### config.mk
export PLATFORM = sky130hd
export DESIGN_NAME = iic_bit_phy
export DESIGN_NICKNAME = d
export VERILOG_FILES = /design/src/rtl/iic_bit_phy.sv
export SDC_FILE = /design/constraint.sdc
export NUM_CORES = 1
export LEC_CHECK = 0
export CAP_MARGIN = 20
export CORE_ASPECT_RATIO = 2
export CORE_MARGIN = 2
export CORE_UTILIZATION = 40
export CTS_BUF_LIST = sky130_fd_sc_hd__clkbuf_4 sky130_fd_sc_hd__clkbuf_8
export DETAILED_ROUTE_END_ITERATION = 8
export PLACE_DENSITY = 0.59
export SLEW_MARGIN = 20
export SYNTH_ARGS = -nofsm -noshare
export SYNTH_HDL_FRONTEND = slang
export SYNTH_SLANG_ARGS = --single-unit
### constraint.sdc
create_clock -name clk -period 1.75 [get_ports clk]
set_input_delay 0.2625 -clock clk [delete_from_list [all_inputs] [get_ports clk]]
set_output_delay 0.2625 -clock clk [all_outputs]
set_load 0.1 [all_outputs]
### src/rtl/iic_bit_phy.sv
// Bit-level IIC engine: one START/STOP/WRITE/READ primitive per command, split into
// four CLK_DIV-cycle phases, with open-drain line control, clock stretching and arbitration.
module iic_bit_phy #(
  parameter int unsigned CLK_DIV = 250,
  parameter int unsigned DIV_W   = 16
) (
  input  logic       clk,
  input  logic       reset,
  input  logic       cmd_valid,
  output logic       cmd_ready,
  input  logic [1:0] cmd,
  input  logic       cmd_bit,
  output logic       rsp_valid,
  output logic       rsp_bit,
  output logic       arb_lost,
  output logic       busy,
  output logic       scl_oe,
  output logic       sda_oe,
  input  logic       scl_i,
  input  logic       sda_i
);

  typedef enum logic [2:0] {IDLE, PH_A, PH_B, PH_C, PH_D} state_t;
  typedef enum logic [1:0] {CMD_START = 2'b00, CMD_STOP = 2'b01,
                            CMD_WRITE = 2'b10, CMD_READ = 2'b11} cmd_t;

  localparam logic [DIV_W-1:0] LAST = DIV_W'(CLK_DIV - 1);

  state_t           r_state;
  cmd_t             r_cmd;
  logic             r_bit;
  logic             r_lost;
  logic [DIV_W-1:0] r_cnt;
  logic             r_scl_meta, r_scl_sync;
  logic             r_sda_meta, r_sda_sync;
  logic             r_scl_oe, r_sda_oe;
  logic             r_rsp_valid, r_rsp_bit, r_arb_lost;

  cmd_t w_cmd;
  logic w_data_cmd;
  logic w_last;
  logic w_hold;
  logic w_sample;

  assign w_cmd      = cmd_t'(cmd);
  assign w_data_cmd = (r_cmd == CMD_WRITE) || (r_cmd == CMD_READ);
  assign w_last     = (r_cnt == LAST);
  // A slave holding SCL low freezes the high phase before it starts counting
  assign w_hold     = (r_state == PH_B) && (r_cnt == '0) && !r_scl_sync;
  assign w_sample   = (r_state == PH_C) && (r_cnt == '0) && w_data_cmd;

  assign cmd_ready = (r_state == IDLE);
  assign busy      = (r_state != IDLE);
  assign rsp_valid = r_rsp_valid;
  assign rsp_bit   = r_rsp_bit;
  assign arb_lost  = r_arb_lost;
  assign scl_oe    = r_scl_oe;
  assign sda_oe    = r_sda_oe;

  always_ff @(posedge clk or posedge reset) begin
    if (reset) begin
      r_scl_meta <= 1'b1;
      r_scl_sync <= 1'b1;
      r_sda_meta <= 1'b1;
      r_sda_sync <= 1'b1;
    end else begin
      r_scl_meta <= scl_i;
      r_scl_sync <= r_scl_meta;
      r_sda_meta <= sda_i;
      r_sda_sync <= r_sda_meta;
    end
  end

  always_ff @(posedge clk or posedge reset) begin
    if (reset) begin
      r_state     <= IDLE;
      r_cmd       <= CMD_START;
      r_bit       <= 1'b0;
      r_lost      <= 1'b0;
      r_cnt       <= '0;
      r_scl_oe    <= 1'b0;
      r_sda_oe    <= 1'b0;
      r_rsp_valid <= 1'b0;
      r_rsp_bit   <= 1'b0;
      r_arb_lost  <= 1'b0;
    end else begin
      r_rsp_valid <= 1'b0;
      r_arb_lost  <= 1'b0;
      case (r_state)
        IDLE: begin
          if (cmd_valid) begin
            r_cmd   <= w_cmd;
            r_bit   <= cmd_bit;
            r_lost  <= 1'b0;
            r_cnt   <= '0;
            r_state <= PH_A;
            // Phase A drive is applied on the accept edge; START keeps SCL as it was
            case (w_cmd)
              CMD_START: r_sda_oe <= 1'b0;
              CMD_STOP: begin
                r_scl_oe <= 1'b1;
                r_sda_oe <= 1'b1;
              end
              CMD_WRITE: begin
                r_scl_oe <= 1'b1;
                r_sda_oe <= ~cmd_bit;
              end
              default: begin
                r_scl_oe <= 1'b1;
                r_sda_oe <= 1'b0;
              end
            endcase
          end
        end
        default: begin
          if (w_sample) begin
            r_rsp_bit <= r_sda_sync;
            if ((r_cmd == CMD_WRITE) && r_bit && !r_sda_sync) begin
              r_lost   <= 1'b1;
              r_sda_oe <= 1'b0;
            end
          end
          if (w_hold) begin
            r_cnt <= '0;
          end else if (!w_last) begin
            r_cnt <= r_cnt + DIV_W'(1);
          end else begin
            r_cnt <= '0;
            case (r_state)
              PH_A: begin
                r_state  <= PH_B;
                r_scl_oe <= 1'b0;
                if (!w_data_cmd) r_sda_oe <= (r_cmd == CMD_STOP);
              end
              PH_B: begin
                r_state  <= PH_C;
                r_scl_oe <= 1'b0;
                if (!w_data_cmd) r_sda_oe <= (r_cmd == CMD_START);
              end
              PH_C: begin
                r_state  <= PH_D;
                r_scl_oe <= (r_cmd != CMD_STOP);
                if (!w_data_cmd) r_sda_oe <= (r_cmd == CMD_START);
              end
              default: begin
                r_state     <= IDLE;
                r_rsp_valid <= 1'b1;
                r_arb_lost  <= r_lost;
                if (r_lost) begin
                  r_scl_oe <= 1'b0;
                  r_sda_oe <= 1'b0;
                end
              end
            endcase
          end
        end
      endcase
    end
  end

endmodule

Clock routing:
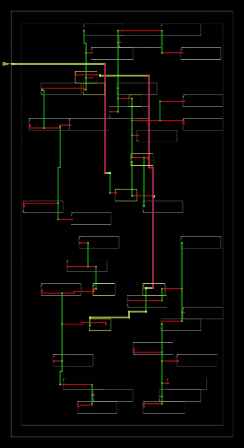
clock sinks: 32
Clock net power: 656 uW
flop count: 32
Clock buffer cells: 8

M3 wires:
Scale: 4 px per um.
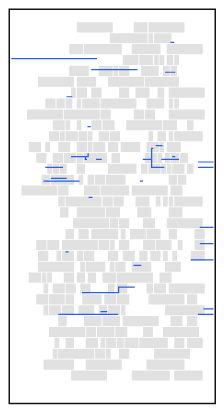
main direction: horizontal
wire length on this layer: 134 um
share of all routed wire: 2.9%
routed via count: 1633
drt total wl: 4668 um

==> impl_metrics.json <==
{
  "dieArea_um2": 5017,
  "hold_class": "in -> async",
  "grt_max_degree": 33,
  "endpoint_kind": "flip-flop",
  "cts_buffers": 5,
  "synth.distinct_cells": 47,
  "relSlewSlack_pct": 68.85,
  "syn-cell-area_um2": 1774,
  "ys_seq_share_pct": 45.42,
  "post_cts_buffers": 1,
  "dpl.cell_count": 279,
  "slowest_delay_ps": 560,
  "grt_first_pass_wirelength_um": 7714,
  "setup-tns-final_ps": -2746,
  "cp.required_ps": 1930,
  "setup_viol": 24,
  "rows": 34,
  "layout_top_cells": "buf_4, dfrtp_1, nand2_1, nor2_1, inv_1",
  "violations": "negative setup slack",
  "worstMarginPinSlew_ps": 466.7,
  "fin_ws_ps": -159.0,
  "num_antenna_cells": 0,
  "gp_congestion": 0.8084,
  "outcome": "finished with violations",
  "worstPathMaxFanout": 8,
  "period_needed_ps": 1909,
  "leakage_nw": 1.130
}
Wiring by layer:
Scale: 4 px per um.
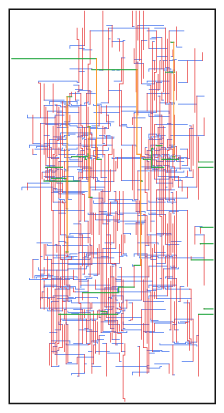
[green] metal 3 | wire length: 134 um
[red] metal 2 | wire length: 2760 um
[blue] metal 1 | wire length: 1610 um
[orange] metal 4 | wire length: 160 um
WL per Instance: 15.93 um
gr usage total: 20.46%

[final cells by class]
cell class	instances	area, um^2	area share, %
multi-input cells	135	1020	39.89
flip-flops and latches	32	805.8	31.52
repair buffers	52	498.0	19.48
clock buffers	8	103.9	4.063
well taps	54	67.56	2.643
inverters	12	61.31	2.398
[path summary, 6_finish.rpt]
| check | end | cells after the start |
|---|---|---|
| min in group clk | r_sda_sync | 0 |
| min | rsp_bit | 3 |
| min reg2reg | r_sda_sync | 0 |
| max in group asynchronous | r_scl_sync | 3 |
| max | r_cnt[15] | 5 |
| max reg2reg | r_cnt[15] | 5 |
[kinds of logic (layout without fill, tap and decap cells)]
kind of cell             Yosys count  after routing
flip-flops                        32             32
multiplexers                       4              4
AND-OR/OR-AND                     47             48
buffers and inverters             19             72
adder cells (fa/ha/maj)            6              6
AND/OR/NAND/NOR                   73             73
XOR/XNOR                           4              4
[report_power, final]
part	internal, mW	total (mW)	switching, mW
combinational	0.0221	0.0488	0.0267
clock	0.374	0.656	0.281
sequential	0.748	0.750	0.00229
total	1.14	1.45	0.310
[cells in the mapped netlist, types with 2 or more instances]
| cell | instances | share of area (%) |
|---|---|---|
| a21oi_1 | 3 | 0.85 |
| a31oi_1 | 6 | 2.1 |
| and3_1 | 4 | 1.4 |
| nor2_1 | 15 | 3.2 |
| ha_1 | 6 | 4.2 |
| nand3_1 | 11 | 3.1 |
| a22o_1 | 9 | 4.4 |
| dfstp_2 | 4 | 5.9 |
| and4_1 | 2 | 0.99 |
| nor3_1 | 2 | 0.56 |
| nor2b_1 | 2 | 0.71 |
| o21ai_0 | 10 | 2.8 |
| a32oi_1 | 2 | 0.99 |
| a41oi_2 | 2 | 1.8 |
| dfrtp_1 | 28 | 39 |
| o22ai_1 | 2 | 0.71 |
| a21o_1 | 4 | 1.7 |
| mux2i_1 | 3 | 1.7 |
| buf_2 | 3 | 0.85 |
| xnor2_1 | 2 | 0.99 |
| xor2_1 | 2 | 0.99 |
| nand2b_1 | 4 | 1.4 |
| inv_1 | 11 | 2.3 |
| nand2_1 | 23 | 4.9 |
| clkbuf_1 | 3 | 0.63 |
[flip-flops by register name (all words and copies together), names as in the netlist]
| name | flops |
|---|---|
| r_cnt | 16 |
| r_state | 3 |
| r_cmd | 2 |
| arb_lost | 1 |
| r_bit | 1 |
| r_lost | 1 |
| r_scl_meta | 1 |
| r_scl_sync | 1 |
| r_sda_meta | 1 |
| r_sda_sync | 1 |
| rsp_bit | 1 |
| rsp_valid | 1 |
| scl_oe | 1 |
| sda_oe | 1 |
[per-layer routing]
layer  vias up  routed length, um  part of all wire (%)  track usage, %
met5         -                  0                     0               0
met1       804               1612                    35           19.73
met3        11                133                   2.8           3.211
li1        777                  -                     -               -
met2        41               2762                    59           38.66
met4         0                160                   3.4           11.43
[worst min-delay path, cell delays in order]
cell,delay (ps)
clkdlybuf4s50_1,390
inv_1,50
buf_4,370
[stage by stage]
stage | power [mW] | instance area [um^2]
finish | 1.455 | 2556
global route | 1.505 | 2556
CTS | 1.468 | 2470
detailed placement | 0.8133 | 2292
global placement | 0.8102 | 2292
floorplan | 0.7823 | 1857
Power is estimated from default activity; no workload was simulated.
